==> src/rtl/tt_capture_pkg.sv <==
// Shared types and sizing for the truth-table capture sweep.
package tt_capture_pkg;
  typedef enum logic [1:0] {IDLE, SWEEP, EMIT} state_e;

  localparam int N_VARS_DFLT = 7;
  localparam int TT_BITS     = 1 << N_VARS_DFLT;
  localparam int NIBBLES     = TT_BITS / 4;

  function automatic int tt_bits(input int n);
    return 1 << n;
  endfunction
endpackage

==> src/rtl/tt_capture_sweep_if.sv <==
// Hex-nibble valid/ready stream carrying the captured truth table.
interface tt_capture_sweep_if;
  logic [3:0] nib_data;
  logic       nib_valid;
  logic       nib_ready;
  logic       nib_last;

  modport master (output nib_data, nib_valid, nib_last, input nib_ready);
  modport slave  (input nib_data, nib_valid, nib_last, output nib_ready);
endinterface

==> src/rtl/tt_nibble_serializer.sv <==
// Loads a captured truth table and shifts it out MS nibble first over valid/ready.
module tt_nibble_serializer
  import tt_capture_pkg::*;
#(
  parameter int NIB = NIBBLES
) (
  input  logic               clk,
  input  logic               rst_n,
  input  logic               load,
  input  logic [4*NIB-1:0]   tbl,
  tt_capture_sweep_if.master nib,
  output logic               fin
);
  localparam int KW = $clog2(NIB) + 1;

  logic [4*NIB-1:0] sh;
  logic [KW-1:0]    k;
  logic             vld;
  logic             xfer;

  assign xfer = vld & nib.nib_ready;

  always_ff @(posedge clk or negedge rst_n) begin
    if (!rst_n) begin
      sh  <= '0;
      k   <= '0;
      vld <= 1'b0;
    end else if (load) begin
      sh  <= tbl;
      k   <= KW'(NIB - 1);
      vld <= 1'b1;
    end else if (xfer) begin
      // Shifting in zeros leaves nib_data at 0 once the table is drained.
      sh <= sh << 4;
      k  <= (k == '0) ? '0 : k - 1'b1;
      if (k == '0) vld <= 1'b0;
    end
  end

  assign nib.nib_data  = sh[4*NIB-1 -: 4];
  assign nib.nib_valid = vld;
  assign nib.nib_last  = vld && (k == '0);
  assign fin           = xfer && (k == '0);
endmodule

==> src/rtl/tt_capture_sweep.sv <==
// Sweeps all input vectors of a combinational function, captures its truth table, streams it as hex.
// Optional TT_CAPTURE_ONESCNT_EN adds a ones_cnt output with the table's population count.
module tt_capture_sweep
  import tt_capture_pkg::*;
#(
  parameter int N_VARS        = N_VARS_DFLT,
  parameter int SETTLE_CYCLES = 1
) (
  input  logic               clk,
  input  logic               rst_n,
  input  logic               start,
  output logic [N_VARS-1:0]  x_out,
  input  logic               func_in,
  output logic               busy,
  output logic               done,
`ifdef TT_CAPTURE_ONESCNT_EN
  output logic [N_VARS:0]    ones_cnt,
`endif
  tt_capture_sweep_if.master nib
);
  localparam int              TW          = tt_bits(N_VARS);
  localparam int              NW          = TW / 4;
  localparam logic [3:0]      SETTLE_LAST = 4'(SETTLE_CYCLES);
  localparam logic [N_VARS:0] MT_LAST     = {1'b0, {N_VARS{1'b1}}};

  state_e          st;
  logic [N_VARS:0] mt;
  logic [3:0]      settle;
  logic [TW-1:0]   tbl, tbl_nxt;
  logic            sample, load, fin;

  assign sample = (st == SWEEP) && (settle == SETTLE_LAST);
  assign load   = sample && (mt == MT_LAST);
  assign x_out  = mt[N_VARS-1:0];

  // Merge the current sample so the final minterm reaches the serializer on the same edge.
  always_comb begin
    tbl_nxt = tbl;
    if (sample) tbl_nxt[mt[N_VARS-1:0]] = func_in;
  end

  always_ff @(posedge clk or negedge rst_n) begin
    if (!rst_n) begin
      st     <= IDLE;
      mt     <= '0;
      settle <= '0;
      tbl    <= '0;
      busy   <= 1'b0;
      done   <= 1'b0;
`ifdef TT_CAPTURE_ONESCNT_EN
      ones_cnt <= '0;
`endif
    end else begin
      done <= 1'b0;
      case (st)
        IDLE: if (start) begin
          st     <= SWEEP;
          mt     <= '0;
          settle <= '0;
          tbl    <= '0;
          busy   <= 1'b1;
`ifdef TT_CAPTURE_ONESCNT_EN
          ones_cnt <= '0;
`endif
        end
        SWEEP: begin
          tbl <= tbl_nxt;
          if (sample) begin
            settle <= '0;
`ifdef TT_CAPTURE_ONESCNT_EN
            ones_cnt <= ones_cnt + {{N_VARS{1'b0}}, func_in};
`endif
            if (mt == MT_LAST) begin
              mt <= '0;
              st <= EMIT;
            end else begin
              mt <= mt + 1'b1;
            end
          end else begin
            settle <= settle + 1'b1;
          end
        end
        EMIT: if (fin) begin
          st   <= IDLE;
          busy <= 1'b0;
          done <= 1'b1;
        end
        default: st <= IDLE;
      endcase
    end
  end

  tt_nibble_serializer #(.NIB(NW)) u_ser (
    .clk   (clk),
    .rst_n (rst_n),
    .load  (load),
    .tbl   (tbl_nxt),
    .nib   (nib),
    .fin   (fin)
  );
endmodule

==> src/flat_wrapper.sv <==
// flat-port wrapper written by rule: the top's interface ports become plain ports
module tt_capture_sweep_flat import tt_capture_pkg::*;
#(
  parameter int N_VARS        = N_VARS_DFLT,
  parameter int SETTLE_CYCLES = 1
)
  (clk, rst_n, start, x_out, func_in, busy, done, nib_nib_data, nib_nib_valid, nib_nib_last, nib_nib_ready);
  tt_capture_sweep_if nib_i ();
  input  logic clk;
  input  logic rst_n;
  input  logic start;
  output logic [N_VARS-1:0] x_out;
  input  logic func_in;
  output logic busy;
  output logic done;
  output wire logic [$bits(nib_i.nib_data)-1:0] nib_nib_data;
  output wire logic [$bits(nib_i.nib_valid)-1:0] nib_nib_valid;
  output wire logic [$bits(nib_i.nib_last)-1:0] nib_nib_last;
  input wire logic [$bits(nib_i.nib_ready)-1:0] nib_nib_ready;
  assign nib_nib_data = nib_i.nib_data;
  assign nib_nib_valid = nib_i.nib_valid;
  assign nib_nib_last = nib_i.nib_last;
  assign nib_i.nib_ready = nib_nib_ready;
  tt_capture_sweep #(.N_VARS(N_VARS), .SETTLE_CYCLES(SETTLE_CYCLES)) u_core (.clk(clk), .rst_n(rst_n), .start(start), .x_out(x_out), .func_in(func_in), .busy(busy), .done(done), .nib(nib_i));
endmodule
==> config.mk <==
export PLATFORM = sky130hd
export DESIGN_NAME = tt_capture_sweep_flat
export DESIGN_NICKNAME = d
export VERILOG_FILES = /design/src/rtl/tt_capture_pkg.sv /design/src/rtl/tt_capture_sweep_if.sv /design/src/rtl/tt_nibble_serializer.sv /design/src/rtl/tt_capture_sweep.sv /design/src/flat_wrapper.sv
export SDC_FILE = /design/constraint.sdc
export NUM_CORES = 1
export LEC_CHECK = 0
export ABC_AREA = 1
export CAP_MARGIN = 20
export CELL_PAD_IN_SITES_DETAIL_PLACEMENT = 0
export CELL_PAD_IN_SITES_GLOBAL_PLACEMENT = 1
export CORE_ASPECT_RATIO = 1.2
export CORE_MARGIN = 2
export CORE_UTILIZATION = 39
export DETAILED_ROUTE_END_ITERATION = 8
export PLACE_DENSITY_LB_ADDON = 0.1
export SYNTH_ARGS = -nofsm -noshare
export SYNTH_HDL_FRONTEND = slang
export SYNTH_SLANG_ARGS = --single-unit
==> constraint.sdc <==
create_clock -name clk -period 2.1 [get_ports clk]
set_clock_uncertainty 0.1 [all_clocks]
set_input_delay 0.42 -clock clk [delete_from_list [all_inputs] [get_ports clk]]
set_output_delay 0.42 -clock clk [all_outputs]
set_load 0.02 [all_outputs]
Fig. 1: floorplan with the power grid
The bar under the picture is 50 µm long. Pins as bars on the die edge. Tap cells in grey.
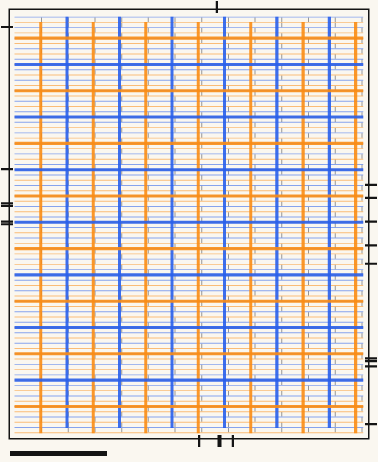
[VSS] orange
[VDD] blue
met5 straps: 15
tap cells: 526
signal pins: 20
met4 straps: 13
VDD IR max: 492 µV
Core Box Area: 38,700 µm²
Die Y: 221 µm

Fig. 2: wiring by layer
Only two layers are drawn.
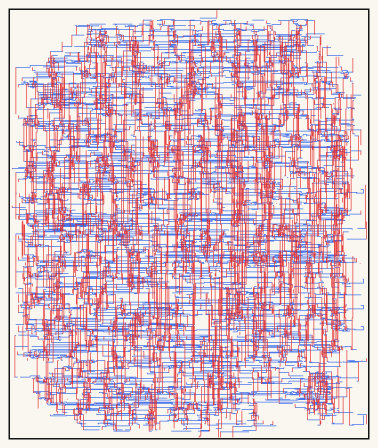
[met2] red | wire length: 22.4 mm
[met1] blue | wire length: 22.7 mm
WL/cell: 17.8 µm
aggregate global-route resource usage: 23.8%
DRT Wirelength: 48,200 µm
count of vias placed by the detailed router: 14.4k

Fig. 3: close-up of the layout
Region (126, 43) to (151, 68) µm. Cells in grey, sequential cells in the stronger grey; small squares are vias.
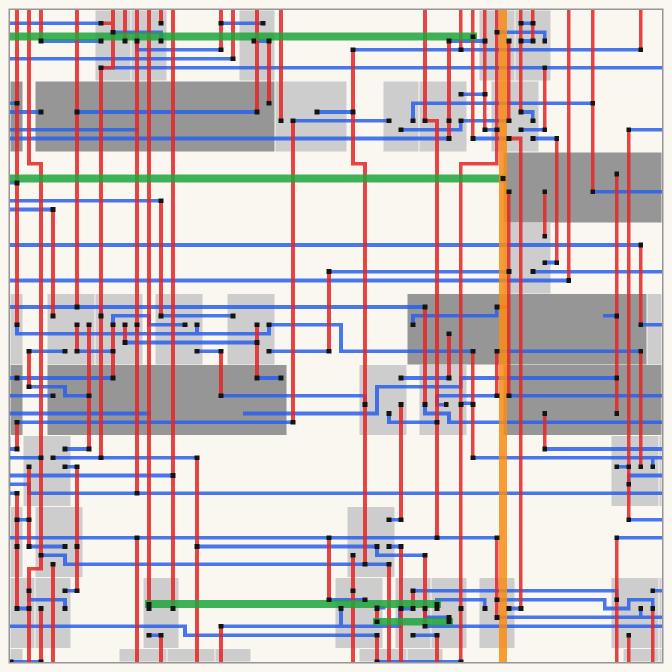
[met4] orange
[met2] red
[met3] green
[met1] blue
cells with their middle in the window: 33
most frequent: nand3_1 (15), nand2_1 (7), dfrtp_1 (5)
netlist names of flops here include: `u_core.u_ser.sh` (4), `u_core.tbl` (1)
sequential cells in the window: 5

==> reports/writeup.txt <==
The design draws 17.2 mW. Most common cell after layout, fill and taps aside: nand3_1. The run gives 36 for the total CTS buffers. For the count of final hold-check violations, the log shows 0. The horizontal die dimension reported for this design is 185 µm. The worst setup path is captured at an output pin. Once placement completed, the tool counted placed cells totaling 2,633. The number of nets handed over by synthesis was 2,149. The run gives 2.05 ns for the clock period minus final worst setup slack. Clock latency on the worst-skew pair, taken at its later pin, is 0.53 ns. The largest driver fanout on the critical path works out to 3. In this run the worst hold path is classified as input pin to async pin. The logic depth of the worst path, buffers included was 5; the setup slack at placement was 0.0812 ns. The data required time of the critical path was 1.58 ns; the number of cells in the finished layout apart from fillers was 2,705. After detailed routing, the wire length on met1 is 22,700 µm. The run gives 1 for the number of hold buffers added after cts.

The synthesized netlist occupies a cell area of 15,300 µm². The run gives 0 for the max-cap violation count. The maximum achievable frequency was 489 MHz. Counting the fill cells in the layout gives 3,940.

The overall die size recorded for this design is 41,000 µm². After its last routability iteration, the placer logged a weighted congestion of 0.793. The worst path arrival time was 1.53 ns. Measured in cells, the most critical reg-to-reg path has a length of 11. The category of the critical setup timing path was flop to output pin. The routed design uses 22,400 µm of met2 wire. The number of buffers and inverters on the critical path is 2. The most critical hold endpoint after final layout shows a slack of 0.291 ns.

In this run the tools logged warnings totalling 29. The first global-routing pass estimated 77,200 µm of wire. The number of antenna violations at the first check in global routing is 0, and the worst max-slew margin expressed relative to the limit is 67.8%. Detailed placement ended at an HPWL of 29,700 µm.

Setup violations remaining at the end of the flow were counted as 0. The tools report the post-detailed-route DRC marker count as 0. For the sequential area share after synthesis, the log shows 45.5%.

For reference, the critical path is launched at u_core.u_ser.k[0]. The tools report the reg-to-reg critical path endpoint as u_core.u_ser.sh[83]. In this run the critical path is formed by inv_1 -> ha_2 -> nand3_2 -> nor2_1 -> buf_4.

Average cell area after synthesis: 7.17 µm². Pins over their slew limit in the final report were tallied at 0. The share of the cycle needed by the critical path after routing was 97.4%.

The most common logic cells in the final layout are nand3_1 (717), nand2_1 (417), dfrtp_1 (279), inv_1 (203), nor2_1 (177). Yosys stat counts 2,139 cells in the synthesized netlist. The tools report the element type at the critical path start as a flop.

The post-route worst setup slack is 0.0543 ns, and the Yosys chip area is 15,300 µm². Setup repair after global routing could not meet its margin everywhere. The power per cell area was 949 nW/µm². For this run, the script counts the antenna cells in the layout as 0.

Sum of negative setup slack: 0 ns. The tree is rooted in a clkbuf_16. The mean number of vias per cell was 5.31; the maximum cell stage delay along the critical path was 0.37 ns. The number of instances in the synthesized netlist was 2,139. The area growth from synthesis to layout is 18.4%. The number of port buffers was 19; the flip-flop and latch count after synthesis was 279. The netlist uses 28 different library cells. Signal nets in the final route climb as high as met4. Broken down by cell family, the worst path's largest delay share belongs to flip-flops. The logs give 13.8k for the via count of the first global-routing pass and 6 for the number of detailed-routing iterations run before antenna repair. The timing report shows that the slowest cell on the worst path is dfrtp_1. STA lists the startpoint of the worst register-to-register path as u_core.settle[0].

The timing report gives the worst reg2reg path a setup slack of 0.12 ns. The report lists the number of cells resized after CTS as 14. Buffers added to address setup during post-CTS repair amount to 0. Number of cell rows: 79. After the last flow step, the layout net total stands at 2,165. The tally of yosys warning messages came out at 0. The count of clock tree sinks is 279, and the CTS H-tree depth is 2. The core utilization before placement came out at 39.6%. The tools report the deepest clock path buffer count as 3. The number of nets with antenna violations after detailed routing is 0, and the top-level port count is 20.

The flow ran to the end, and the final reports show no timing, DRC or antenna violations. In this run the worst setup path terminates at nib_nib_last. Recorded from the global router log, the overflow total was 0. The share of cells above drive strength 1 came out at 8.99%.

The met3 wire length is 1950 µm, and the static leakage power is 8.61 nW. The detailed router finished its first iteration with 915 violations. The layout stage reports a final design area of 18,200 µm². The area after detailed placement came out at 16,800 µm².

The run gives 0.05 ns for the clock edge transition at the registers on the reported setup and hold paths. Entering global routing, the biggest net connects 72 pins. The actual slew at the worst max-slew pin was 0.481 ns. TritonCTS built the clock tree.
Fig. 4: metal 4
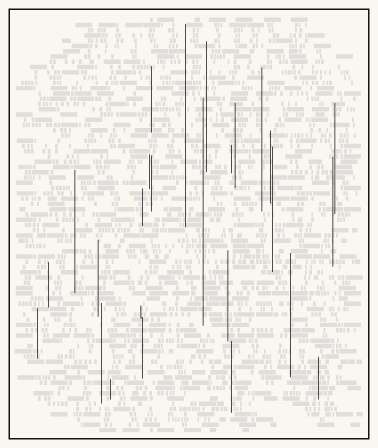
share of all routed wire: 2.4%
longest straight run: 118 µm

Fig. 5: track usage over the die
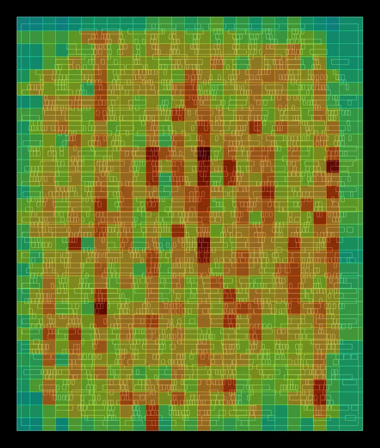
met2 Track Usage GR: 39.0%
global routing usage on met3: 2.65%
met1 Use GR: 33.5%
end-of-flow core utilization: 46.9%
Top Usage Layer GRT: met2

==> where the power goes <==
part	switching, mW	internal [mW]	leakage, nW	total (mW)
Sequential	0.139	5.59	3.87	5.73
Clock	2.42	3.86	0.600	6.29
Combinational	3.69	1.54	4.14	5.23
Total	6.25	11.0	8.61	17.2
==> kinds of logic (layout without fill, tap and decap cells) <==
family / Yosys count / after routing / synth area share (%)
and+or+nand+nor: 1330 / 1330 / 38.7
adders and majority gates: 5 / 5 / 0.408
buffers and inverters: 382 / 422 / 10.6
DFF: 279 / 279 / 45.5
xor gates and xnor gates: 3 / 3 / 0.171
AOI/OAI and AO/OA: 140 / 140 / 4.64
==> layout make-up <==
class	instances	area [µm²]	share of cell area (%)
Sequential cell	279	6980	38.4
Tap cell	526	658	3.62
Clock buffer	57	1150	6.33
Multi-Input combinational cell	1478	6800	37.4
Inverter	223	847	4.66
Timing Repair Buffer	137	1680	9.24
Clock inverter	5	53.8	0.296
==> sequential cells by signal (all words and copies together) (netlist names) <==
signal                      flops
u_core.busy                     1
u_core.done                     1
u_core.mt                       8
u_core.settle                   4
u_core.st                       2
u_core.tbl                    128
u_core.u_ser.k                  6
u_core.u_ser.nib.nib_valid      1
u_core.u_ser.sh               128
==> Yosys cell counts (all sizes together) <==
master | number | area, µm²
nor2 | 180 | 693
clkbuf | 57 | 214
inv | 209 | 785
xor2 | 2 | 17.5
o22ai | 1 | 6.26
buf | 102 | 573
o21ai | 132 | 661
o211ai | 1 | 7.51
nand2 | 423 | 1590
and3 | 1 | 6.26
o221ai | 1 | 8.76
o2111ai | 1 | 8.76
xnor2 | 1 | 8.76
clkinv | 14 | 52.6
ha | 5 | 62.6
dfrtp | 279 | 6980
nor3 | 1 | 5.00
nand4 | 5 | 31.3
nand3 | 720 | 3610
a21oi | 4 | 20.0
Power is estimated from default activity; no workload was simulated.
